[src/rtl/ahb_seq_pkg.sv]
// Shared definitions for the AHB burst sequencer: burst codes, FSM states and
// helpers that decode a burst code into beat count and wrap geometry.
package ahb_seq_pkg;

  localparam int unsigned DATA_W = 8;
  localparam int unsigned ADDR_W = 11;

  localparam logic [2:0] BURST_SINGLE = 3'b000;
  localparam logic [2:0] BURST_INCR   = 3'b001;
  localparam logic [2:0] BURST_WRAP4  = 3'b010;
  localparam logic [2:0] BURST_INCR4  = 3'b011;
  localparam logic [2:0] BURST_WRAP8  = 3'b100;
  localparam logic [2:0] BURST_INCR8  = 3'b101;
  localparam logic [2:0] BURST_WRAP16 = 3'b110;
  localparam logic [2:0] BURST_INCR16 = 3'b111;

  // Last byte offset inside one 1KB slave window.
  localparam logic [10:0] SLAVE_BOUNDARY = 11'd1023;

  typedef enum logic [1:0] {
    StIdle,
    StBeat,
    StWstall,
    StDone
  } seq_state_e;

  function automatic logic [4:0] burst_beats(input logic [2:0] burst, input logic [4:0] len);
    logic [4:0] beats;
    case (burst)
      BURST_SINGLE:               beats = 5'd1;
      BURST_INCR:                 beats = len;
      BURST_WRAP4, BURST_INCR4:   beats = 5'd4;
      BURST_WRAP8, BURST_INCR8:   beats = 5'd8;
      default:                    beats = 5'd16;
    endcase
    return beats;
  endfunction

  function automatic logic is_wrap(input logic [2:0] burst);
    return (burst == BURST_WRAP4) || (burst == BURST_WRAP8) || (burst == BURST_WRAP16);
  endfunction

  // Low address bits that rotate inside a wrapping burst; zero for INCR types.
  function automatic logic [3:0] wrap_mask(input logic [2:0] burst);
    logic [3:0] mask;
    case (burst)
      BURST_WRAP4:  mask = 4'h3;
      BURST_WRAP8:  mask = 4'h7;
      BURST_WRAP16: mask = 4'hF;
      default:      mask = 4'h0;
    endcase
    return mask;
  endfunction

endpackage

[src/rtl/ahb_seq_wfifo.sv]
// Write-data FIFO for the burst sequencer. Pointers carry one extra wrap bit
// so that occupancy is their difference; pushes when full are dropped.
module ahb_seq_wfifo
  import ahb_seq_pkg::*;
#(
  parameter int unsigned Depth = 8
) (
  input  logic                   clk,
  input  logic                   rst,
  input  logic                   push,
  input  logic [DATA_W-1:0]      push_data,
  input  logic                   pop,
  output logic [DATA_W-1:0]      head,
  output logic                   empty,
  output logic [$clog2(Depth):0] count
);

  localparam int unsigned AW = $clog2(Depth);

  logic [DATA_W-1:0] mem_q [Depth];
  logic [AW:0]       wr_ptr_q;
  logic [AW:0]       rd_ptr_q;
  logic              full;
  logic              do_push;
  logic              do_pop;

  assign count   = wr_ptr_q - rd_ptr_q;
  assign full    = (count == (AW + 1)'(Depth));
  assign empty   = (wr_ptr_q == rd_ptr_q);
  // Fullness is judged before any same-cycle pop.
  assign do_push = push && !full;
  assign do_pop  = pop && !empty;
  assign head    = mem_q[rd_ptr_q[AW-1:0]];

  always_ff @(posedge clk) begin
    if (do_push) begin
      mem_q[wr_ptr_q[AW-1:0]] <= push_data;
    end
  end

  always_ff @(posedge clk or posedge rst) begin
    if (rst) begin
      wr_ptr_q <= '0;
      rd_ptr_q <= '0;
    end else begin
      if (do_push) begin
        wr_ptr_q <= wr_ptr_q + 1'b1;
      end
      if (do_pop) begin
        rd_ptr_q <= rd_ptr_q + 1'b1;
      end
    end
  end

endmodule

[src/rtl/ahb_burst_sequencer.sv]
// Command front end for the AHB system top: expands one burst command into
// per-beat byte addresses, paces beats on hready and returns read bytes.
module ahb_burst_sequencer
  import ahb_seq_pkg::*;
#(
  parameter int unsigned WFIFO_DEPTH  = 8,
  parameter int unsigned MAX_INCR_LEN = 16
) (
  input  logic                hclk,
  input  logic                hresetn,
  input  logic                cmd_valid,
  output logic                cmd_ready,
  input  logic [ADDR_W-1:0]   cmd_addr,
  input  logic [2:0]          cmd_burst,
  input  logic                cmd_write,
  input  logic [4:0]          cmd_len,
  output logic                cmd_err,
  input  logic                wdata_valid,
  input  logic [DATA_W-1:0]   wdata,
  output logic                wdata_ready,
  output logic                enable,
  output logic [DATA_W-1:0]   din,
  output logic                hwr,
  output logic [ADDR_W-1:0]   addr,
  output logic [2:0]          bursttype,
  input  logic                hready,
  input  logic [DATA_W-1:0]   leitura,
  output logic [DATA_W-1:0]   rdata,
  output logic                rdata_valid,
  output logic                busy
);

  localparam int unsigned CntW = $clog2(WFIFO_DEPTH) + 1;

  seq_state_e        state_q, state_d;
  logic [ADDR_W-1:0] addr_q;
  logic [ADDR_W-1:0] addr_next;
  logic [2:0]        burst_q;
  logic              write_q;
  logic [4:0]        beats_left_q;
  logic              err_q;
  logic              rd_pend_q;
  logic              rdata_valid_q;
  logic [DATA_W-1:0] rdata_q;

  logic [DATA_W-1:0] fifo_head;
  logic              fifo_empty;
  logic [CntW-1:0]   fifo_count;

  logic              cmd_accept;
  logic              cmd_bad;
  logic              cmd_start;
  logic [4:0]        cmd_beats;
  logic [11:0]       cmd_end;
  logic [3:0]        mask;
  logic              beat_done;
  logic              fifo_pop;

  ahb_seq_wfifo #(
    .Depth (WFIFO_DEPTH)
  ) u_wfifo (
    .clk       (hclk),
    .rst       (hresetn),
    .push      (wdata_valid),
    .push_data (wdata),
    .pop       (fifo_pop),
    .head      (fifo_head),
    .empty     (fifo_empty),
    .count     (fifo_count)
  );

  assign wdata_ready = (fifo_count != CntW'(WFIFO_DEPTH));

  // Command decode and 1KB-window check for the incrementing burst types.
  assign cmd_accept = cmd_valid && cmd_ready;
  assign cmd_beats  = burst_beats(cmd_burst, cmd_len);
  assign cmd_end    = {2'b00, cmd_addr[9:0]} + {7'd0, cmd_beats} - 12'd1;

  always_comb begin
    cmd_bad = 1'b0;
    if (cmd_burst == BURST_INCR &&
        (cmd_len == 5'd0 || {27'd0, cmd_len} > MAX_INCR_LEN)) begin
      cmd_bad = 1'b1;
    end
    if (!is_wrap(cmd_burst) && cmd_end > {1'b0, SLAVE_BOUNDARY}) begin
      cmd_bad = 1'b1;
    end
  end

  assign cmd_start = cmd_accept && !cmd_bad;
  assign beat_done = enable && hready;
  assign fifo_pop  = beat_done && write_q;

  // Bit 10 (slave select) is never touched; wraps rotate only the masked bits.
  assign mask = wrap_mask(burst_q);

  always_comb begin
    addr_next = addr_q;
    if (is_wrap(burst_q)) begin
      addr_next[3:0] = (addr_q[3:0] & ~mask) | ((addr_q[3:0] + 4'd1) & mask);
    end else begin
      addr_next[9:0] = addr_q[9:0] + 10'd1;
    end
  end

  always_ff @(posedge hclk or posedge hresetn) begin
    if (hresetn) begin
      state_q <= StIdle;
    end else begin
      state_q <= state_d;
    end
  end

  always_comb begin
    state_d = state_q;
    case (state_q)
      StIdle: begin
        if (cmd_start) begin
          state_d = StBeat;
        end
      end
      StBeat: begin
        if (write_q && fifo_empty) begin
          state_d = StWstall;
        end else if (beat_done && beats_left_q == 5'd1) begin
          state_d = StDone;
        end
      end
      StWstall: begin
        if (!fifo_empty) begin
          state_d = StBeat;
        end
      end
      StDone:  state_d = StIdle;
      default: state_d = StIdle;
    endcase
  end

  always_comb begin
    cmd_ready = 1'b0;
    busy      = 1'b1;
    enable    = 1'b0;
    case (state_q)
      StIdle: begin
        cmd_ready = 1'b1;
        busy      = 1'b0;
      end
      StBeat:  enable = !(write_q && fifo_empty);
      default: ;
    endcase
  end

  assign din         = (enable && write_q) ? fifo_head : '0;
  assign hwr         = write_q;
  assign addr        = addr_q;
  assign bursttype   = burst_q;
  assign cmd_err     = err_q;
  assign rdata       = rdata_q;
  assign rdata_valid = rdata_valid_q;

  always_ff @(posedge hclk or posedge hresetn) begin
    if (hresetn) begin
      addr_q        <= '0;
      burst_q       <= '0;
      write_q       <= 1'b0;
      beats_left_q  <= '0;
      err_q         <= 1'b0;
      rd_pend_q     <= 1'b0;
      rdata_valid_q <= 1'b0;
      rdata_q       <= '0;
    end else begin
      err_q <= cmd_accept && cmd_bad;
      if (cmd_start) begin
        addr_q       <= cmd_addr;
        burst_q      <= cmd_burst;
        write_q      <= cmd_write;
        beats_left_q <= cmd_beats;
      end else if (beat_done) begin
        addr_q       <= addr_next;
        beats_left_q <= beats_left_q - 5'd1;
      end
      // Read data arrives in the data phase, one cycle after the beat completes.
      rd_pend_q     <= beat_done && !write_q;
      rdata_valid_q <= rd_pend_q;
      if (rd_pend_q) begin
        rdata_q <= leitura;
      end
    end
  end

endmodule

[config.mk]
export PLATFORM = sky130hd
export DESIGN_NAME = ahb_burst_sequencer
export DESIGN_NICKNAME = d
export VERILOG_FILES = /design/src/rtl/ahb_seq_pkg.sv /design/src/rtl/ahb_seq_wfifo.sv /design/src/rtl/ahb_burst_sequencer.sv
export SDC_FILE = /design/constraint.sdc
export NUM_CORES = 1
export LEC_CHECK = 0
export ABC_AREA = 1
export ABC_CLOCK_PERIOD_IN_PS = 3100
export CORE_AREA = 2 2 149 151
export DETAILED_ROUTE_END_ITERATION = 8
export DIE_AREA = 0 0 151 153
export MAX_ROUTING_LAYER = met4
export PLACE_DENSITY = 0.5
export SYNTH_ARGS = -nofsm -noshare
export SYNTH_HDL_FRONTEND = slang
export SYNTH_SLANG_ARGS = --single-unit
[constraint.sdc]
create_clock -name hclk -period 3.1 [get_ports hclk]
set_clock_uncertainty 0.05 [all_clocks]
set_input_delay 0.62 -clock hclk [delete_from_list [all_inputs] [get_ports hclk]]
set_output_delay 0.62 -clock hclk [all_outputs]
set_load 0.01 [all_outputs]
==> images/gates.png <==
Scale: 2 px per micron.
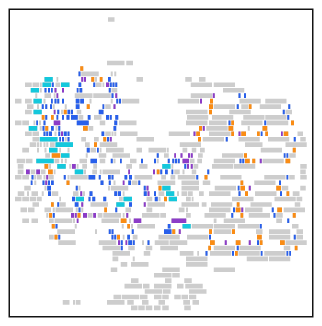
nor cells -> purple  # cells 54
fa/ha/maj cells -> cyan  # cells 22, where left middle
nand cells -> blue  # cells 164
aoi and oai cells -> orange  # cells 70
Non-Filler Instances: 948
dominant logic cell type in the layout: nand2_1

==> images/layers.png <==
Scale: 2 px per micron. Two of the layers only.
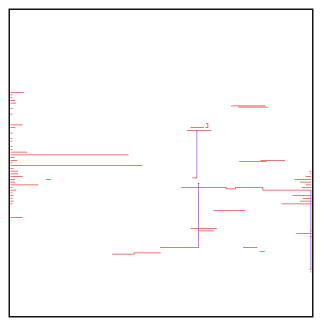
M4 -> purple  # wire length 95.2 microns
M3 -> red  # wire length 512 microns

==> images/clock_wires.png <==
Scale: 3 px per micron.
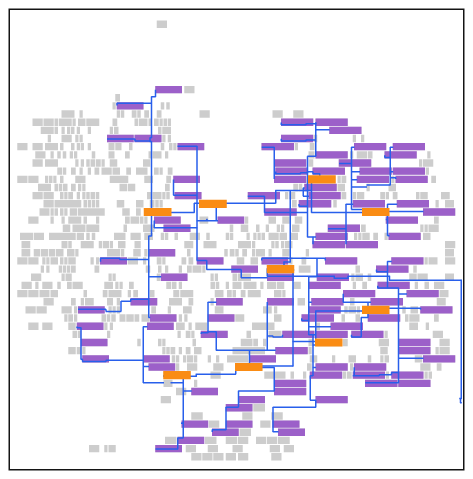
flip-flops -> purple  # count 105
clock-net drivers -> orange  # count 9
clock wires -> blue  # length 1380 microns
routed clock nets = 10
clk ins delay skew pair: 0.35 ns
clock power share: 18.7%
Power Clock: 0.00114 W

==> images/clock_nets.png <==
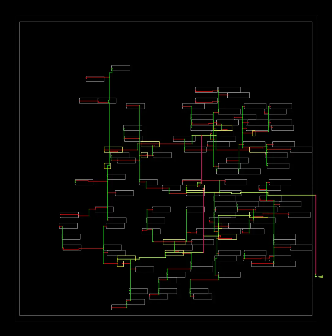
clock buffer count: 9
# clock sinks: 105
CTS Buf Count: 9
flop count: 105

==> images/pinout.png <==
Scale: 2 px per micron. Pins as bars across the die edge, other pins in gray.
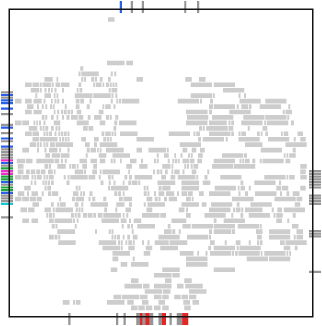
cmd_len -> green  # pins 5, direction input, edge left
cmd_burst -> magenta  # pins 3, direction input, edge left
rdata -> red  # pins 8, direction output, edge bottom
busy -> cyan  # pins 1, direction output, edge left
cmd_addr -> blue  # pins 11, direction input, edge 10 left, 1 top
all pins by edge = 35 left, 23 bottom, 15 right, 5 top

==> reports/qor.txt <==
Filler cells -> 2214
# IOs -> 78
logic share of the area -> 28.6%
status -> completed
MI comb cells -> 345
H-tree depth -> 3
MaxCap Viol Count -> 0
Non-CTS buffers -> 122
drc violations -> 0
Area Overhead vs Synth -> 34.0%
Critical Path Start Type -> primary input
Synth flops -> 105
Critical Path End -> cmd_err
clk cell area share -> 4.12%
FMAX -> 343 MHz
Worst R2R End -> u_wfifo.mem_q[0][5]
grt total ovfl -> 0
highest metal used -> met4
Synth area leaders -> edfxtp_1 37%, dfrtp_1 19%, nand2_1 8.5%, ha_1 5.2%, inv_1 5.1%
ys async rst share -> 39.0%
setup TNS -> 0 ns
Crit. End Element -> register
worst slew pin tran -> 0.556 ns
origin of the worst setup path -> cmd_burst[1]
gr busiest metal -> met2
Rows -> 54
largest net degree at the start of global routing -> 42
mux frac, synth -> 1.71%
flop2flop setup slack -> 0.54 ns
sequential share of power -> 35.1%
Biggest consumer -> combinational logic
P_sw -> 0.00232 W
Hold Slack -> 0.438 ns
Max VDD drop -> 0.359 mV
Post-DP Area -> 0.00666 sq mm
CTS tree -> done
met3 global-route usage -> 3.40%
worst min-delay path class -> reg -> reg
kind of critical path -> in -> reg
Core Footprint -> 0.0215 sq mm
post-DR wirelength/cell -> 13.9 microns
PwrDens -> 867 mW/mm^2
DR WL met2 -> 6.06 mm
Unique cell types -> 35
routability cong. -> 0.826
most common logic cells in the final layout -> 118 x nand2_1, 68 x inv_1, 65 x clkdlybuf4s50_1
Hold-fix buffers, CTS -> 0
placed cells -> 931
Routed met3 length -> 511 microns
AO/OA Area Share -> 8.94%
Ys Warns -> 0
slew margin rel. -> 62.9%
Leakage -> 3.04 nW
XOR/XNOR share of the synthesized area -> 3.00%
unrepaired setup endpoints after global routing -> no
clk root buf -> clkbuf_16
Comb power frac -> 46.2%
Die Height -> 153 microns
Sw Ratio -> 38.0%
layout cell share with drive strength beyond 1 -> 14.7%
final net count -> 726
GR Layer Usage met1 -> 16.3%
Final Hold Viols -> 0
Final WS setup -> 0.181 ns
Critical Path RT -> 3.29 ns
drt first pass iters -> 4
Seq area share -> 41.8%
total global-route track usage -> 12.2%
Mapped Cells -> 547
total chip power -> 0.00611 W
top area contributor share -> 36.5%
Top logic family -> simple AND/OR/NAND/NOR gates
DP Worst Slack -> -0.459 ns
top cell category -> sequential cells
main flop type after synthesis -> edfxtp_1
most frequent cell after synthesis -> nand2_1
n_taps -> 280
P_comb -> 0.00283 W
min-delay src -> u_wfifo.rd_ptr_q[3]
DPL Wire Length -> 9.37 mm
FP Util -> 24.5%
detailed-route via count -> 4029
ANT cells -> 1
Tool Warnings -> 29
EDFF count, synth -> 64
Syn Nets -> 610
fin util -> 32.8%
Power and IR drop assume default switching activity.
